## src/rtl/ps2_event_fifo.sv

```systemverilog
// rtl/ps2_event_fifo.sv - PS/2 keyboard receiver with E0/F0 prefix folding and FWFT event FIFO
module ps2_event_fifo #(
  parameter int FILTER_LEN  = 8,
  parameter int FIFO_DEPTH  = 16,
  parameter int TIMEOUT_CYC = 50000
) (
  input  logic                          clk_25mhz,
  input  logic                          reset,
  input  logic                          ps2_clk,
  input  logic                          ps2_data,
  input  logic                          rd_en,
  output logic                          ev_valid,
  output logic [7:0]                    ev_code,
  output logic                          ev_ext,
  output logic                          ev_break,
  output logic [$clog2(FIFO_DEPTH):0]   fifo_count,
  output logic                          overflow,
  output logic                          frame_err
);

  localparam int AW = $clog2(FIFO_DEPTH);
  localparam int CW = AW + 1;
  localparam int FW = $clog2(FILTER_LEN);
  localparam int TW = $clog2(TIMEOUT_CYC + 1);

  typedef enum logic [1:0] {IDLE, DATA, PARITY, STOP} state_t;

  // index 0 = ps2_clk, index 1 = ps2_data
  logic [1:0]    sync1;
  logic [1:0]    sync2;
  logic [1:0]    line_f;
  logic [FW-1:0] fcnt [2];
  logic          clk_f_d;
  logic          fall;
  logic          data_f;

  always_ff @(posedge clk_25mhz) begin
    if (reset) begin
      sync1   <= 2'b11;
      sync2   <= 2'b11;
      line_f  <= 2'b11;
      clk_f_d <= 1'b1;
      for (int i = 0; i < 2; i++) fcnt[i] <= '0;
    end else begin
      sync1   <= {ps2_data, ps2_clk};
      sync2   <= sync1;
      clk_f_d <= line_f[0];
      for (int i = 0; i < 2; i++) begin
        if (sync2[i] == line_f[i]) begin
          fcnt[i] <= '0;
        end else if (fcnt[i] == FW'(FILTER_LEN - 1)) begin
          line_f[i] <= sync2[i];
          fcnt[i]   <= '0;
        end else begin
          fcnt[i] <= fcnt[i] + 1'b1;
        end
      end
    end
  end

  assign fall   = clk_f_d & ~line_f[0];
  assign data_f = line_f[1];

  state_t        state_q;
  state_t        state_d;
  logic [2:0]    bit_cnt;
  logic [7:0]    shift_q;
  logic          par_q;
  logic [TW-1:0] to_cnt;
  logic          timeout;
  logic          stop_ok;
  logic          stop_bad;
  logic          abort;
  logic          byte_stb;
  logic [7:0]    byte_q;

  always_ff @(posedge clk_25mhz) begin
    if (reset) state_q <= IDLE;
    else       state_q <= state_d;
  end

  always_comb begin
    state_d = state_q;
    if (timeout) begin
      state_d = IDLE;
    end else if (fall) begin
      case (state_q)
        IDLE:    if (!data_f) state_d = DATA;
        DATA:    if (bit_cnt == 3'd7) state_d = PARITY;
        PARITY:  state_d = STOP;
        STOP:    state_d = IDLE;
        default: state_d = IDLE;
      endcase
    end
  end

  // a fall always restarts the timeout window, so it wins over an expiry
  always_comb begin
    timeout  = !fall && (state_q != IDLE) && (to_cnt == TW'(TIMEOUT_CYC));
    stop_ok  = fall && (state_q == STOP) && data_f && (^{shift_q, par_q});
    stop_bad = fall && (state_q == STOP) && !(data_f && (^{shift_q, par_q}));
    abort    = timeout || stop_bad;
  end

  always_ff @(posedge clk_25mhz) begin
    if (reset) begin
      bit_cnt   <= '0;
      shift_q   <= '0;
      par_q     <= 1'b0;
      to_cnt    <= '0;
      byte_stb  <= 1'b0;
      byte_q    <= '0;
      frame_err <= 1'b0;
    end else begin
      byte_stb  <= stop_ok;
      frame_err <= abort;
      if (stop_ok) byte_q <= shift_q;
      if (state_q == IDLE || fall || timeout) to_cnt <= '0;
      else                                    to_cnt <= to_cnt + 1'b1;
      if (fall) begin
        case (state_q)
          IDLE:    bit_cnt <= '0;
          DATA: begin
            shift_q <= {data_f, shift_q[7:1]};
            bit_cnt <= bit_cnt + 1'b1;
          end
          PARITY:  par_q <= data_f;
          default: ;
        endcase
      end
    end
  end

  logic       ext_q;
  logic       brk_q;
  logic       push;
  logic [9:0] wdata;

  assign push  = byte_stb && (byte_q != 8'hE0) && (byte_q != 8'hF0);
  assign wdata = {ext_q, brk_q, byte_q};

  always_ff @(posedge clk_25mhz) begin
    if (reset || abort) begin
      ext_q <= 1'b0;
      brk_q <= 1'b0;
    end else if (byte_stb) begin
      if (byte_q == 8'hE0) begin
        ext_q <= 1'b1;
      end else if (byte_q == 8'hF0) begin
        brk_q <= 1'b1;
      end else begin
        ext_q <= 1'b0;
        brk_q <= 1'b0;
      end
    end
  end

  logic [9:0]    mem [FIFO_DEPTH];
  logic [AW-1:0] wr_ptr;
  logic [AW-1:0] rd_ptr;
  logic [AW-1:0] rd_next;
  logic [CW-1:0] count_q;
  logic [CW-1:0] after_pop;
  logic [9:0]    head_q;
  logic          pop;
  logic          full;
  logic          wr;

  always_comb begin
    pop       = rd_en && (count_q != '0);
    full      = (count_q == CW'(FIFO_DEPTH));
    wr        = push && (!full || pop);
    rd_next   = rd_ptr + AW'(pop);
    after_pop = count_q - CW'(pop);
  end

  always_ff @(posedge clk_25mhz) begin
    if (wr) mem[wr_ptr] <= wdata;
  end

  // head is registered so it keeps the last popped entry while empty
  always_ff @(posedge clk_25mhz) begin
    if (reset) begin
      wr_ptr   <= '0;
      rd_ptr   <= '0;
      count_q  <= '0;
      head_q   <= '0;
      overflow <= 1'b0;
    end else begin
      if (wr) wr_ptr <= wr_ptr + 1'b1;
      rd_ptr  <= rd_next;
      count_q <= count_q + CW'(wr) - CW'(pop);
      if (push && full && !pop) overflow <= 1'b1;
      if (after_pop != '0) head_q <= mem[rd_next];
      else if (wr)         head_q <= wdata;
    end
  end

  assign ev_valid   = (count_q != '0);
  assign fifo_count = count_q;
  assign ev_ext     = head_q[9];
  assign ev_break   = head_q[8];
  assign ev_code    = head_q[7:0];

endmodule

```

## config.mk

```make
export PLATFORM = sky130hd
export DESIGN_NAME = ps2_event_fifo
export DESIGN_NICKNAME = d
export VERILOG_FILES = /design/src/rtl/ps2_event_fifo.sv
export SDC_FILE = /design/constraint.sdc
export NUM_CORES = 1
export LEC_CHECK = 0
export ABC_CLOCK_PERIOD_IN_PS = 6900
export CAP_MARGIN = 10
export CELL_PAD_IN_SITES_DETAIL_PLACEMENT = 1
export CELL_PAD_IN_SITES_GLOBAL_PLACEMENT = 2
export CORE_MARGIN = 2
export CORE_UTILIZATION = 50
export CTS_BUF_LIST = sky130_fd_sc_hd__clkbuf_2 sky130_fd_sc_hd__clkbuf_4 sky130_fd_sc_hd__clkbuf_8
export DETAILED_ROUTE_END_ITERATION = 6
export HOLD_SLACK_MARGIN = 0.02
export PLACE_DENSITY_LB_ADDON = 0.1
export SLEW_MARGIN = 20
export SYNTH_ARGS = -nofsm -noshare
export SYNTH_HDL_FRONTEND = slang
export SYNTH_SLANG_ARGS = --single-unit
```

## constraint.sdc

```tcl
create_clock -name clk_25mhz -period 6.9 [get_ports clk_25mhz]
set_input_delay 1.38 -clock clk_25mhz [delete_from_list [all_inputs] [get_ports clk_25mhz]]
set_output_delay 1.38 -clock clk_25mhz [all_outputs]
set_load 0.02 [all_outputs]
```

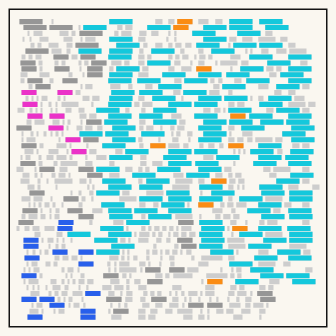
Fig. 1. Sequential cells colored by netlist name (run 1).
Key: head_q = orange [placed flops 10]; to_cnt = blue [placed flops 16, where south-west]; mem = cyan [placed flops 160]; shift_q = magenta [placed flops 8]
Another 45 sequential cells are not colored.
sequential cell area: 0.00645 mm2
Util after Layout: 58.0%

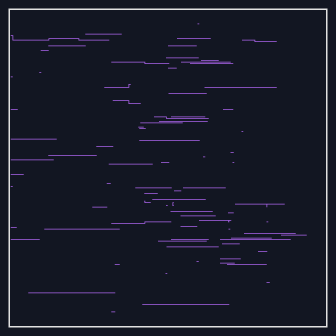
Fig. 2. Metal 3 (run 1).
43 nets have wire on it. The longest straight run is 39.8 um. The layer carries 1050 um of wire.

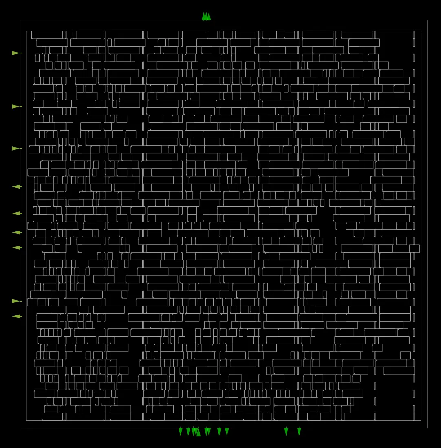
Fig. 3. Cell outlines without signal wires (run 1).
count of inserted tapcells: 265
Finished Layout Cells: 1063
layout filler cell count: 1960
share of cell area taken by flip-flops and latches: 57.0%
layout sequential cell count: 239

==> impl_results.html, run 1 <==
<h2>Synthesis and place &amp; route</h2>
<table>
<tr><th>Metric</th><th>Value</th></tr>
<tr><th colspan="2">Status</th></tr>
<tr><td>Result of the run</td><td>completed</td></tr>
<tr><th colspan="2">Power</th></tr>
<tr><td>Clk network pwr share</td><td>32.3%</td></tr>
<tr><td>Pwr per Cell Area</td><td>343 mW/mm2</td></tr>
<tr><td>Power group with the highest consumption</td><td>sequential cells</td></tr>
<tr><td>Leakage power total</td><td>3.96 nW</td></tr>
<tr><td>Worst supply voltage drop on vdd</td><td>213 uV</td></tr>
<tr><td>Reg power frac</td><td>41.7%</td></tr>
<tr><td>Overall power</td><td>3.88 mW</td></tr>
<tr><td>Flop+latch power</td><td>1.62 mW</td></tr>
<tr><td>Switching power</td><td>1.15 mW</td></tr>
<tr><th colspan="2">Drt</th></tr>
<tr><td>Total vias in the final route</td><td>5996</td></tr>
<tr><td>Total Wirelength</td><td>22.7 mm</td></tr>
<tr><td>Highest metal layer with signal wires</td><td>met4</td></tr>
<tr><th colspan="2">Die</th></tr>
<tr><td>Fp util</td><td>51.2%</td></tr>
<tr><td>Count of boundary I/O pins</td><td>23</td></tr>
<tr><th colspan="2">Logic synthesis</th></tr>
<tr><td>Fraction of the mapped netlist area in compound gates</td><td>5.64%</td></tr>
<tr><td>Count of yosys warnings during synthesis</td><td>0</td></tr>
<tr><td>Post-Synth XOR/XNOR Area</td><td>3.38%</td></tr>
<tr><td>Total cells reported by yosys after synthesis</td><td>725</td></tr>
<tr><td>Flop and latch count out of synthesis</td><td>239</td></tr>
<tr><td>Main logic family after synthesis</td><td>simple AND/OR/NAND/NOR gates</td></tr>
<tr><td>Synth Area per Inst</td><td>13.8 um2</td></tr>
<tr><td>Leading post-synthesis cells by instance count</td><td>sky130_fd_sc_hd__edfxtp_1, sky130_fd_sc_hd__dfxtp_1, sky130_fd_sc_hd__nor2_1, sky130_fd_sc_hd__mux2i_1, sky130_fd_sc_hd__nand2_1</td></tr>
<tr><td>Biggest area consumer among synthesized cells</td><td>sky130_fd_sc_hd__edfxtp_1</td></tr>
<tr><td>Largest cells by area after synthesis</td><td>sky130_fd_sc_hd__edfxtp_1, sky130_fd_sc_hd__dfxtp_1, sky130_fd_sc_hd__mux2i_1, sky130_fd_sc_hd__mux4_2, sky130_fd_sc_hd__ha_1</td></tr>
<tr><td>Leading cell type by number of instances after synthesis</td><td>sky130_fd_sc_hd__edfxtp_1</td></tr>
<tr><th colspan="2">Clock tree</th></tr>
<tr><td>Clock root buffer</td><td>sky130_fd_sc_hd__clkbuf_8</td></tr>
<tr><td>Hold bufs inserted after CTS</td><td>0</td></tr>
<tr><td>Number of buffers between clock root and the deepest sink</td><td>3</td></tr>
<tr><td>Post-CTS setup-driven buffer insertion count</td><td>0</td></tr>
<tr><td>Count of instances resized after the clock tree is built</td><td>0</td></tr>
<tr><td>Clock latency reported for the late side of the worst-skew pair</td><td>0.54 ns</td></tr>
<tr><th colspan="2">Worst hold path</th></tr>
<tr><td>Worst min-delay path class</td><td>reg -&gt; reg</td></tr>
<tr><td>Sink of the worst hold path</td><td>sync2[0]$_SDFF_PP1_</td></tr>
<tr><th colspan="2">Timing</th></tr>
<tr><td>Transition time at the pin with the least slew margin</td><td>1.06 ns</td></tr>
<tr><td>Count of endpoints failing hold in the final timing report</td><td>0</td></tr>
<tr><td>Min cycle time layout</td><td>4.44 ns</td></tr>
<tr><td>Max-slew violation count</td><td>0</td></tr>
<tr><td>Post-route clock skew</td><td>0.0224 ns</td></tr>
<tr><td>WHS</td><td>0.412 ns</td></tr>
<tr><td>Final tally of setup violations</td><td>0</td></tr>
<tr><th colspan="2">Final layout</th></tr>
<tr><td>Logic share of the area</td><td>29.7%</td></tr>
<tr><td>Layout clock area frac</td><td>7.14%</td></tr>
<tr><td>Most numerous logic cell after layout</td><td>sky130_fd_sc_hd__edfxtp_1</td></tr>
<tr><td>Summed area of non-filler cells in the final layout</td><td>0.0113 mm2</td></tr>
<tr><td>Layout overhead on the synthesized area</td><td>13.2%</td></tr>
<tr><th colspan="2">Place</th></tr>
<tr><td>Cell area after placement</td><td>0.0105 mm2</td></tr>
<tr><td>Detail Placement HPWL</td><td>14.1 mm</td></tr>
<tr><td>Minimum setup slack after placement</td><td>2.06 ns</td></tr>
<tr><th colspan="2">Setup path</th></tr>
<tr><td>Setup slack of the most critical reg-to-reg path</td><td>2.46 ns</td></tr>
<tr><td>FF-to-FF End</td><td>head_q[3]$_SDFFE_PP0P_</td></tr>
<tr><td>Critical Setup Path Class</td><td>reg -&gt; reg</td></tr>
<tr><td>Critical Path Sink</td><td>head_q[3]$_SDFFE_PP0P_</td></tr>
<tr><th colspan="2">GRT</th></tr>
<tr><td>GR Util met1</td><td>30.1%</td></tr>
<tr><td>Antenna violations before repair</td><td>0</td></tr>
<tr><td>Met2 Use GR</td><td>36.7%</td></tr>
<tr><td>Total routing resource utilization after global routing</td><td>22.2%</td></tr>
<tr><th colspan="2">Run</th></tr>
<tr><td>OpenROAD warning count</td><td>36</td></tr>
</table>
[run 1: worst max-delay path, cell delays in order, from the launching register on]
cell,delay (ns)
sky130_fd_sc_hd__dfxtp_1,0.36
sky130_fd_sc_hd__inv_1,0.16
sky130_fd_sc_hd__ha_1,0.22
sky130_fd_sc_hd__or3b_1,0.41
sky130_fd_sc_hd__or2_1,0.24
sky130_fd_sc_hd__and2_1,0.22
sky130_fd_sc_hd__ha_4,0.18
sky130_fd_sc_hd__ha_2,0.97
sky130_fd_sc_hd__buf_4,0.47
sky130_fd_sc_hd__nor2b_1,0.10
sky130_fd_sc_hd__a2111oi_0,0.38
sky130_fd_sc_hd__a31oi_1,0.10
sky130_fd_sc_hd__a311oi_1,0.37
sky130_fd_sc_hd__a311oi_1,0.09
==> run 2: changes to the inputs <==
Settings changed: ABC_CLOCK_PERIOD_IN_PS 6900 to 3900, CORE_UTILIZATION 50 to 42.
Clock period 6.9 ns to 3.9 ns, I/O delays scaled along.
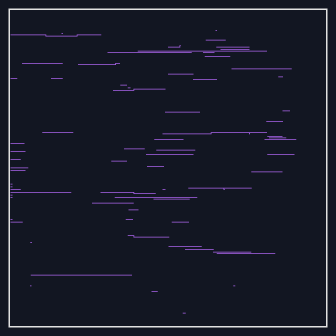
Fig. 4. Metal 3 (run 2).
39 nets have wire on it. The layer holds 4.2% of the routed length. The layer carries 986 um of wire.

==> impl_results.html, run 2 <==
<h2>Synthesis and place &amp; route</h2>
<table>
<tr><th>Metric</th><th>Value</th></tr>
<tr><th colspan="2">Logic synthesis</th></tr>
<tr><td>Post-Synth XOR/XNOR Area</td><td>3.38% (unchanged)</td></tr>
<tr><td>Flop and latch count out of synthesis</td><td>239 (unchanged)</td></tr>
<tr><td>Main logic family after synthesis</td><td>simple AND/OR/NAND/NOR gates (unchanged)</td></tr>
<tr><td>Fraction of the mapped netlist area in compound gates</td><td>5.64% (unchanged)</td></tr>
<tr><td>Leading post-synthesis cells by instance count</td><td>sky130_fd_sc_hd__edfxtp_1, sky130_fd_sc_hd__dfxtp_1, sky130_fd_sc_hd__nor2_1, sky130_fd_sc_hd__mux2i_1, sky130_fd_sc_hd__nand2_1 (unchanged)</td></tr>
<tr><td>Largest cells by area after synthesis</td><td>sky130_fd_sc_hd__edfxtp_1, sky130_fd_sc_hd__dfxtp_1, sky130_fd_sc_hd__mux2i_1, sky130_fd_sc_hd__mux4_2, sky130_fd_sc_hd__ha_1 (unchanged)</td></tr>
<tr><td>Leading cell type by number of instances after synthesis</td><td>sky130_fd_sc_hd__edfxtp_1 (unchanged)</td></tr>
<tr><td>Count of yosys warnings during synthesis</td><td>0 (unchanged)</td></tr>
<tr><td>Synth Area per Inst</td><td>13.8 um2 (unchanged)</td></tr>
<tr><td>Total cells reported by yosys after synthesis</td><td>725 (unchanged)</td></tr>
<tr><td>Biggest area consumer among synthesized cells</td><td>sky130_fd_sc_hd__edfxtp_1 (unchanged)</td></tr>
<tr><th colspan="2">Clock tree</th></tr>
<tr><td>Number of buffers between clock root and the deepest sink</td><td>3 (unchanged)</td></tr>
<tr><td>Count of instances resized after the clock tree is built</td><td>0 (unchanged)</td></tr>
<tr><td>Hold bufs inserted after CTS</td><td>0 (unchanged)</td></tr>
<tr><td>Post-CTS setup-driven buffer insertion count</td><td>0 (unchanged)</td></tr>
<tr><th colspan="2">Final layout</th></tr>
<tr><td>Logic share of the area</td><td>28.6% (was 29.7%)</td></tr>
<tr><td>Most numerous logic cell after layout</td><td>sky130_fd_sc_hd__edfxtp_1 (unchanged)</td></tr>
<tr><td>Sequential cell area</td><td>0.00645 mm2 (unchanged)</td></tr>
<tr><td>Finished Layout Cells</td><td>1144 (was 1063)</td></tr>
<tr><td>Layout sequential cell count</td><td>239 (unchanged)</td></tr>
<tr><td>Layout filler cell count</td><td>2398 (was 1960)</td></tr>
<tr><td>Share of cell area taken by flip-flops and latches</td><td>55.4% (was 57.0%)</td></tr>
<tr><td>Layout overhead on the synthesized area</td><td>16.5% (was 13.2%)</td></tr>
<tr><td>Layout clock area frac</td><td>7.36% (was 7.14%)</td></tr>
<tr><td>Util after Layout</td><td>49.8% (was 58.0%)</td></tr>
<tr><td>Summed area of non-filler cells in the final layout</td><td>0.0116 mm2 (was 0.0113 mm2)</td></tr>
<tr><th colspan="2">Setup path</th></tr>
<tr><td>Critical Path Sink</td><td>head_q[0]$_SDFFE_PP0P_ (was head_q[3]$_SDFFE_PP0P_)</td></tr>
<tr><td>FF-to-FF End</td><td>head_q[0]$_SDFFE_PP0P_ (was head_q[3]$_SDFFE_PP0P_)</td></tr>
<tr><td>Setup slack of the most critical reg-to-reg path</td><td>0.31 ns (was 2.46 ns)</td></tr>
<tr><td>Slowest stage cell, crit path</td><td>sky130_fd_sc_hd__ha_2 (unchanged)</td></tr>
<tr><td>Worst path cell trace</td><td>inv_1 &gt; ha_1 &gt; or3b_1 &gt; or2_1 &gt; and2_1 &gt; ha_4 &gt; ha_2 &gt; buf_4 &gt; mux4_2 &gt; mux4_2 &gt; nor2_1 &gt; a311oi_1 (was inv_1 &gt; ha_1 &gt; or3b_1 &gt; or2_1 &gt; and2_1 &gt; ha_4 &gt; ha_2 &gt; buf_4 &gt; nor2b_1 &gt; a2111oi_0 &gt; a31oi_1 &gt; a311oi_1 &gt; a311oi_1)</td></tr>
<tr><td>Critical Setup Path Class</td><td>reg -&gt; reg (unchanged)</td></tr>
<tr><th colspan="2">Power</th></tr>
<tr><td>Pwr per Cell Area</td><td>610 mW/mm2 (was 343 mW/mm2)</td></tr>
<tr><td>Overall power</td><td>7.11 mW (was 3.88 mW)</td></tr>
<tr><td>Leakage power total</td><td>4.14 nW (was 3.96 nW)</td></tr>
<tr><td>Clk network pwr share</td><td>32.7% (was 32.3%)</td></tr>
<tr><td>Reg power frac</td><td>40.1% (was 41.7%)</td></tr>
<tr><td>Flop+latch power</td><td>2.85 mW (was 1.62 mW)</td></tr>
<tr><td>Switching power</td><td>2.11 mW (was 1.15 mW)</td></tr>
<tr><th colspan="2">Place</th></tr>
<tr><td>Detail Placement HPWL</td><td>15.2 mm (was 14.1 mm)</td></tr>
<tr><td>Minimum setup slack after placement</td><td>0.271 ns (was 2.06 ns)</td></tr>
<tr><th colspan="2">Drt</th></tr>
<tr><td>Total Wirelength</td><td>23.4 mm (was 22.7 mm)</td></tr>
<tr><td>Total vias in the final route</td><td>6039 (was 5996)</td></tr>
<tr><th colspan="2">Timing</th></tr>
<tr><td>WHS</td><td>0.411 ns (was 0.412 ns)</td></tr>
<tr><td>Max-slew violation count</td><td>0 (unchanged)</td></tr>
<tr><td>Final tally of setup violations</td><td>0 (unchanged)</td></tr>
<tr><td>Post-route clock skew</td><td>0.0298 ns (was 0.0224 ns)</td></tr>
<tr><th colspan="2">GRT</th></tr>
<tr><td>Total routing resource utilization after global routing</td><td>19.6% (was 22.2%)</td></tr>
<tr><td>Antenna violations before repair</td><td>0 (unchanged)</td></tr>
<tr><th colspan="2">Worst hold path</th></tr>
<tr><td>Worst min-delay path class</td><td>reg -&gt; reg (unchanged)</td></tr>
<tr><td>Sink of the worst hold path</td><td>sync2[0]$_SDFF_PP1_ (unchanged)</td></tr>
<tr><th colspan="2">Status</th></tr>
<tr><td>Result of the run</td><td>completed (unchanged)</td></tr>
<tr><th colspan="2">Run</th></tr>
<tr><td>OpenROAD warning count</td><td>36 (unchanged)</td></tr>
</table>
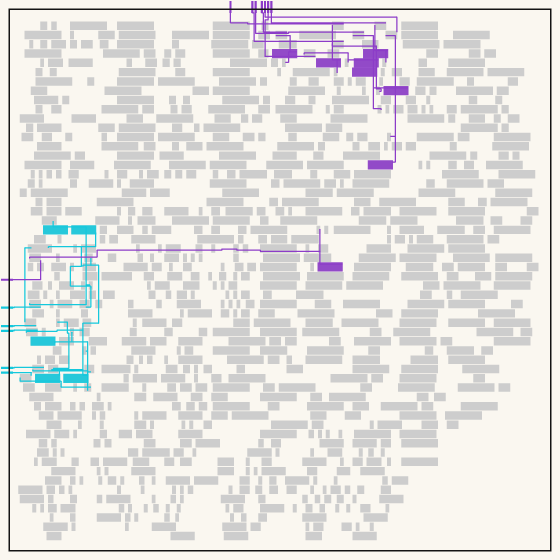
Fig. 5. Port wiring (run 2).
Key: ev_code = purple [bits 8, direction output, edge 7 north, 1 west, end cells 8, buffers 8, wire 537 um]; fifo_count = cyan [bits 5, direction output, edge west, end cells 5, buffers 5, wire 326 um]

-- run 2: cell types whose count changed in the layout (fill, tap and decap cells not counted), sizes merged --
cell / before / now
buf: 12 / 37
clkbuf: 63 / 57
clkinv: 9 / 15
bufinv: 0 / 2
clkinvlp: 2 / 1
inv: 18 / 19
-- run 2: layer usage --
layer	track usage, %	wire length (um)	vias up
met1	26.4	10600	3065
met3	3.46	985	33
met4	5.92	450	0
met2	32.5	11300	111
met5	0	0	-
li1	-	-	2830
-- run 2: worst max-delay path, delay by kind of cell (launching register included) --
family                   cells  cell delay (ns)
flip-flops                   1             0.36
multiplexers                 2             0.81
AND/OR/NAND/NOR              4             0.95
buffers and inverters        2             0.44
AND-OR/OR-AND                1             0.05
adder cells (fa/ha/maj)      3             0.85
Fig. 6: run 2, cell outlines without signal wires
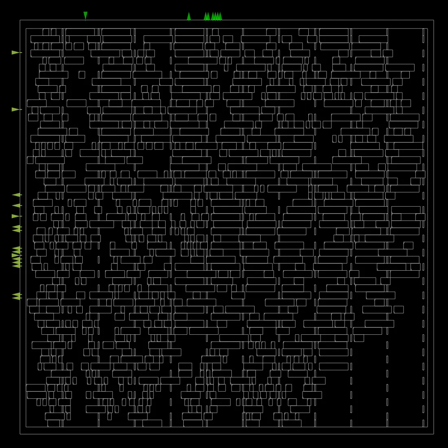

==> run 3: changes to the inputs <==
Settings changed: GPL_ROUTABILITY_DRIVEN set to 0, REMOVE_ABC_BUFFERS set to 1, SLEW_MARGIN 20 to 40.
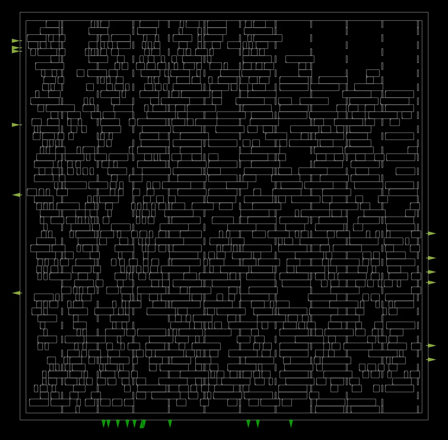
Fig. 7. Cell outlines without signal wires (run 3).
share of cell area taken by flip-flops and latches: 55.3%
layout filler cell count: 2400
# rows: 56

==> impl_results.html, run 3 <==
<h2>Synthesis and place &amp; route</h2>
<table>
<tr><th>Metric</th><th>Value</th></tr>
<tr><th colspan="2">Worst hold path</th></tr>
<tr><td>Worst min-delay path class</td><td>reg -&gt; reg (unchanged)</td></tr>
<tr><td>Sink of the worst hold path</td><td>sync2[1]$_SDFF_PP1_ (was sync2[0]$_SDFF_PP1_)</td></tr>
<tr><th colspan="2">Power</th></tr>
<tr><td>Clk network pwr share</td><td>32.7% (about the same)</td></tr>
<tr><td>Switching power</td><td>2.06 mW (was 2.11 mW)</td></tr>
<tr><td>Flop+latch power</td><td>2.84 mW (was 2.85 mW)</td></tr>
<tr><td>Leakage power total</td><td>4.14 nW (about the same)</td></tr>
<tr><td>Pwr per Cell Area</td><td>603 mW/mm2 (was 610 mW/mm2)</td></tr>
<tr><td>Reg power frac</td><td>40.4% (was 40.1%)</td></tr>
<tr><th colspan="2">Final layout</th></tr>
<tr><td>Layout clock area frac</td><td>7.32% (was 7.36%)</td></tr>
<tr><td>Sequential cell area</td><td>0.00645 mm2 (unchanged)</td></tr>
<tr><td>Summed area of non-filler cells in the final layout</td><td>0.0117 mm2 (was 0.0116 mm2)</td></tr>
<tr><td>Layout sequential cell count</td><td>239 (unchanged)</td></tr>
<tr><th colspan="2">Setup path</th></tr>
<tr><td>Worst path cell trace</td><td>inv_1 &gt; ha_1 &gt; or3b_1 &gt; or2_1 &gt; and2_1 &gt; ha_4 &gt; buf_12 &gt; mux2i_1 &gt; mux4_2 &gt; nor2_1 &gt; a311oi_1 &gt; a311oi_1 (was inv_1 &gt; ha_1 &gt; or3b_1 &gt; or2_1 &gt; and2_1 &gt; ha_4 &gt; ha_2 &gt; buf_4 &gt; mux4_2 &gt; mux4_2 &gt; nor2_1 &gt; a311oi_1)</td></tr>
<tr><td>Critical Setup Path Class</td><td>reg -&gt; reg (unchanged)</td></tr>
<tr><td>Setup slack of the most critical reg-to-reg path</td><td>0.28 ns (was 0.31 ns)</td></tr>
<tr><td>Worst path max stage delay</td><td>0.67 ns (was 0.49 ns)</td></tr>
<tr><td>Slowest stage cell, crit path</td><td>sky130_fd_sc_hd__ha_4 (was sky130_fd_sc_hd__ha_2)</td></tr>
<tr><td>FF-to-FF End</td><td>head_q[2]$_SDFFE_PP0P_ (was head_q[0]$_SDFFE_PP0P_)</td></tr>
<tr><td>Critical Path Sink</td><td>head_q[2]$_SDFFE_PP0P_ (was head_q[0]$_SDFFE_PP0P_)</td></tr>
<tr><td>Most repeated library cell on the critical path</td><td>sky130_fd_sc_hd__a311oi_1 (was sky130_fd_sc_hd__mux4_2)</td></tr>
<tr><th colspan="2">Logic synthesis</th></tr>
<tr><td>Biggest area consumer among synthesized cells</td><td>sky130_fd_sc_hd__edfxtp_1 (unchanged)</td></tr>
<tr><td>Main logic family after synthesis</td><td>simple AND/OR/NAND/NOR gates (unchanged)</td></tr>
<tr><td>Largest cells by area after synthesis</td><td>sky130_fd_sc_hd__edfxtp_1, sky130_fd_sc_hd__dfxtp_1, sky130_fd_sc_hd__mux2i_1, sky130_fd_sc_hd__mux4_2, sky130_fd_sc_hd__ha_1 (unchanged)</td></tr>
<tr><td>Count of yosys warnings during synthesis</td><td>0 (unchanged)</td></tr>
<tr><td>Fraction of the mapped netlist area in compound gates</td><td>5.64% (unchanged)</td></tr>
<tr><td>Synth Area per Inst</td><td>13.8 um2 (unchanged)</td></tr>
<tr><td>Yosys Chip Area</td><td>0.0100 mm2 (unchanged)</td></tr>
<tr><td>Total cells reported by yosys after synthesis</td><td>725 (unchanged)</td></tr>
<tr><td>Post-Synth XOR/XNOR Area</td><td>3.38% (unchanged)</td></tr>
<tr><td>Flop and latch count out of synthesis</td><td>239 (unchanged)</td></tr>
<tr><td>Leading post-synthesis cells by instance count</td><td>sky130_fd_sc_hd__edfxtp_1, sky130_fd_sc_hd__dfxtp_1, sky130_fd_sc_hd__nor2_1, sky130_fd_sc_hd__mux2i_1, sky130_fd_sc_hd__nand2_1 (unchanged)</td></tr>
<tr><th colspan="2">Die</th></tr>
<tr><td>Count of inserted tapcells</td><td>319 (unchanged)</td></tr>
<tr><td>Fp util</td><td>42.7% (unchanged)</td></tr>
<tr><td>Count of boundary I/O pins</td><td>23 (unchanged)</td></tr>
<tr><th colspan="2">Drt</th></tr>
<tr><td>Routed metal-1 wire length</td><td>9.91 mm (was 10.6 mm)</td></tr>
<tr><td>Metal2 WL</td><td>11.3 mm (about the same)</td></tr>
<tr><td>Detail Route met3 WL</td><td>1.08 mm (was 985 um)</td></tr>
<tr><th colspan="2">Timing</th></tr>
<tr><td>Transition time at the pin with the least slew margin</td><td>0.765 ns (was 0.820 ns)</td></tr>
<tr><td>WHS</td><td>0.419 ns (was 0.411 ns)</td></tr>
<tr><td>Post-route clock skew</td><td>0.0298 ns (about the same)</td></tr>
<tr><td>Count of endpoints failing hold in the final timing report</td><td>0 (unchanged)</td></tr>
<tr><td>Final worst path period share</td><td>92.7% (was 92.1%)</td></tr>
<tr><td>Max-slew violation count</td><td>0 (unchanged)</td></tr>
<tr><td>Final tally of setup violations</td><td>0 (unchanged)</td></tr>
<tr><td>Min cycle time layout</td><td>3.62 ns (was 3.59 ns)</td></tr>
<tr><th colspan="2">GRT</th></tr>
<tr><td>Met3 track utilization from global routing</td><td>3.62% (was 3.46%)</td></tr>
<tr><td>Total routing resource utilization after global routing</td><td>19.3% (was 19.6%)</td></tr>
<tr><td>Antenna violations before repair</td><td>0 (unchanged)</td></tr>
<tr><td>Met2 Use GR</td><td>32.9% (was 32.5%)</td></tr>
<tr><td>GRT busiest layer</td><td>met2 (unchanged)</td></tr>
<tr><th colspan="2">Place</th></tr>
<tr><td>Detail Placement HPWL</td><td>14.6 mm (was 15.2 mm)</td></tr>
<tr><td>Cell area after placement</td><td>0.0108 mm2 (about the same)</td></tr>
<tr><th colspan="2">Clock tree</th></tr>
<tr><td>Clock latency reported for the late side of the worst-skew pair</td><td>0.56 ns (was 0.54 ns)</td></tr>
<tr><td>Number of buffers between clock root and the deepest sink</td><td>3 (unchanged)</td></tr>
<tr><td>Clock tree from TritonCTS</td><td>built (unchanged)</td></tr>
<tr><td>Clock root buffer</td><td>sky130_fd_sc_hd__clkbuf_8 (unchanged)</td></tr>
<tr><th colspan="2">Status</th></tr>
<tr><td>Result of the run</td><td>completed (unchanged)</td></tr>
<tr><th colspan="2">Run</th></tr>
<tr><td>OpenROAD warning count</td><td>35 (was 36)</td></tr>
</table>
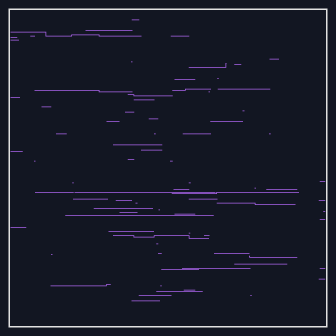
Fig. 8. Metal 3 (run 3).
The layer holds 4.7% of the routed length. The longest straight run is 74.1 um. The layer carries 1080 um of wire. 37 nets have wire on it. The wires run mostly horizontal.
total vias in the final route: 6010
Total Wirelength: 22.9 mm

run 3: cell counts after synthesis:
Identical to the previous run, type by type.
run 3: stage by stage:
stage	power, mW	std cells	setup WS, ns
5_1_grt	7.41	1150	0.00317
2_1_floorplan	4.18	692	-1.24
3_3_place_gp	4.76	1070	0.229
4_1_cts	7.13	1150	0.117
3_5_place_dp	4.80	1070	0.136
6_report	7.02	1150	0.284
run 3: timing repair:
action,in CTS,in global routing
hold buffers,0,0
resized,0,1
endpoints found under the setup margin,0,6
run 3: worst max-delay path, delay by kind of cell (launching register included):
family	cells	cell delay (ns)
adder cells (fa/ha/maj)	2	0.86
buffers and inverters	2	0.38
AND-OR/OR-AND	2	0.32
multiplexers	2	0.54
flip-flops	1	0.35
AND/OR/NAND/NOR	4	1.02
Power is estimated from default activity; no workload was simulated.
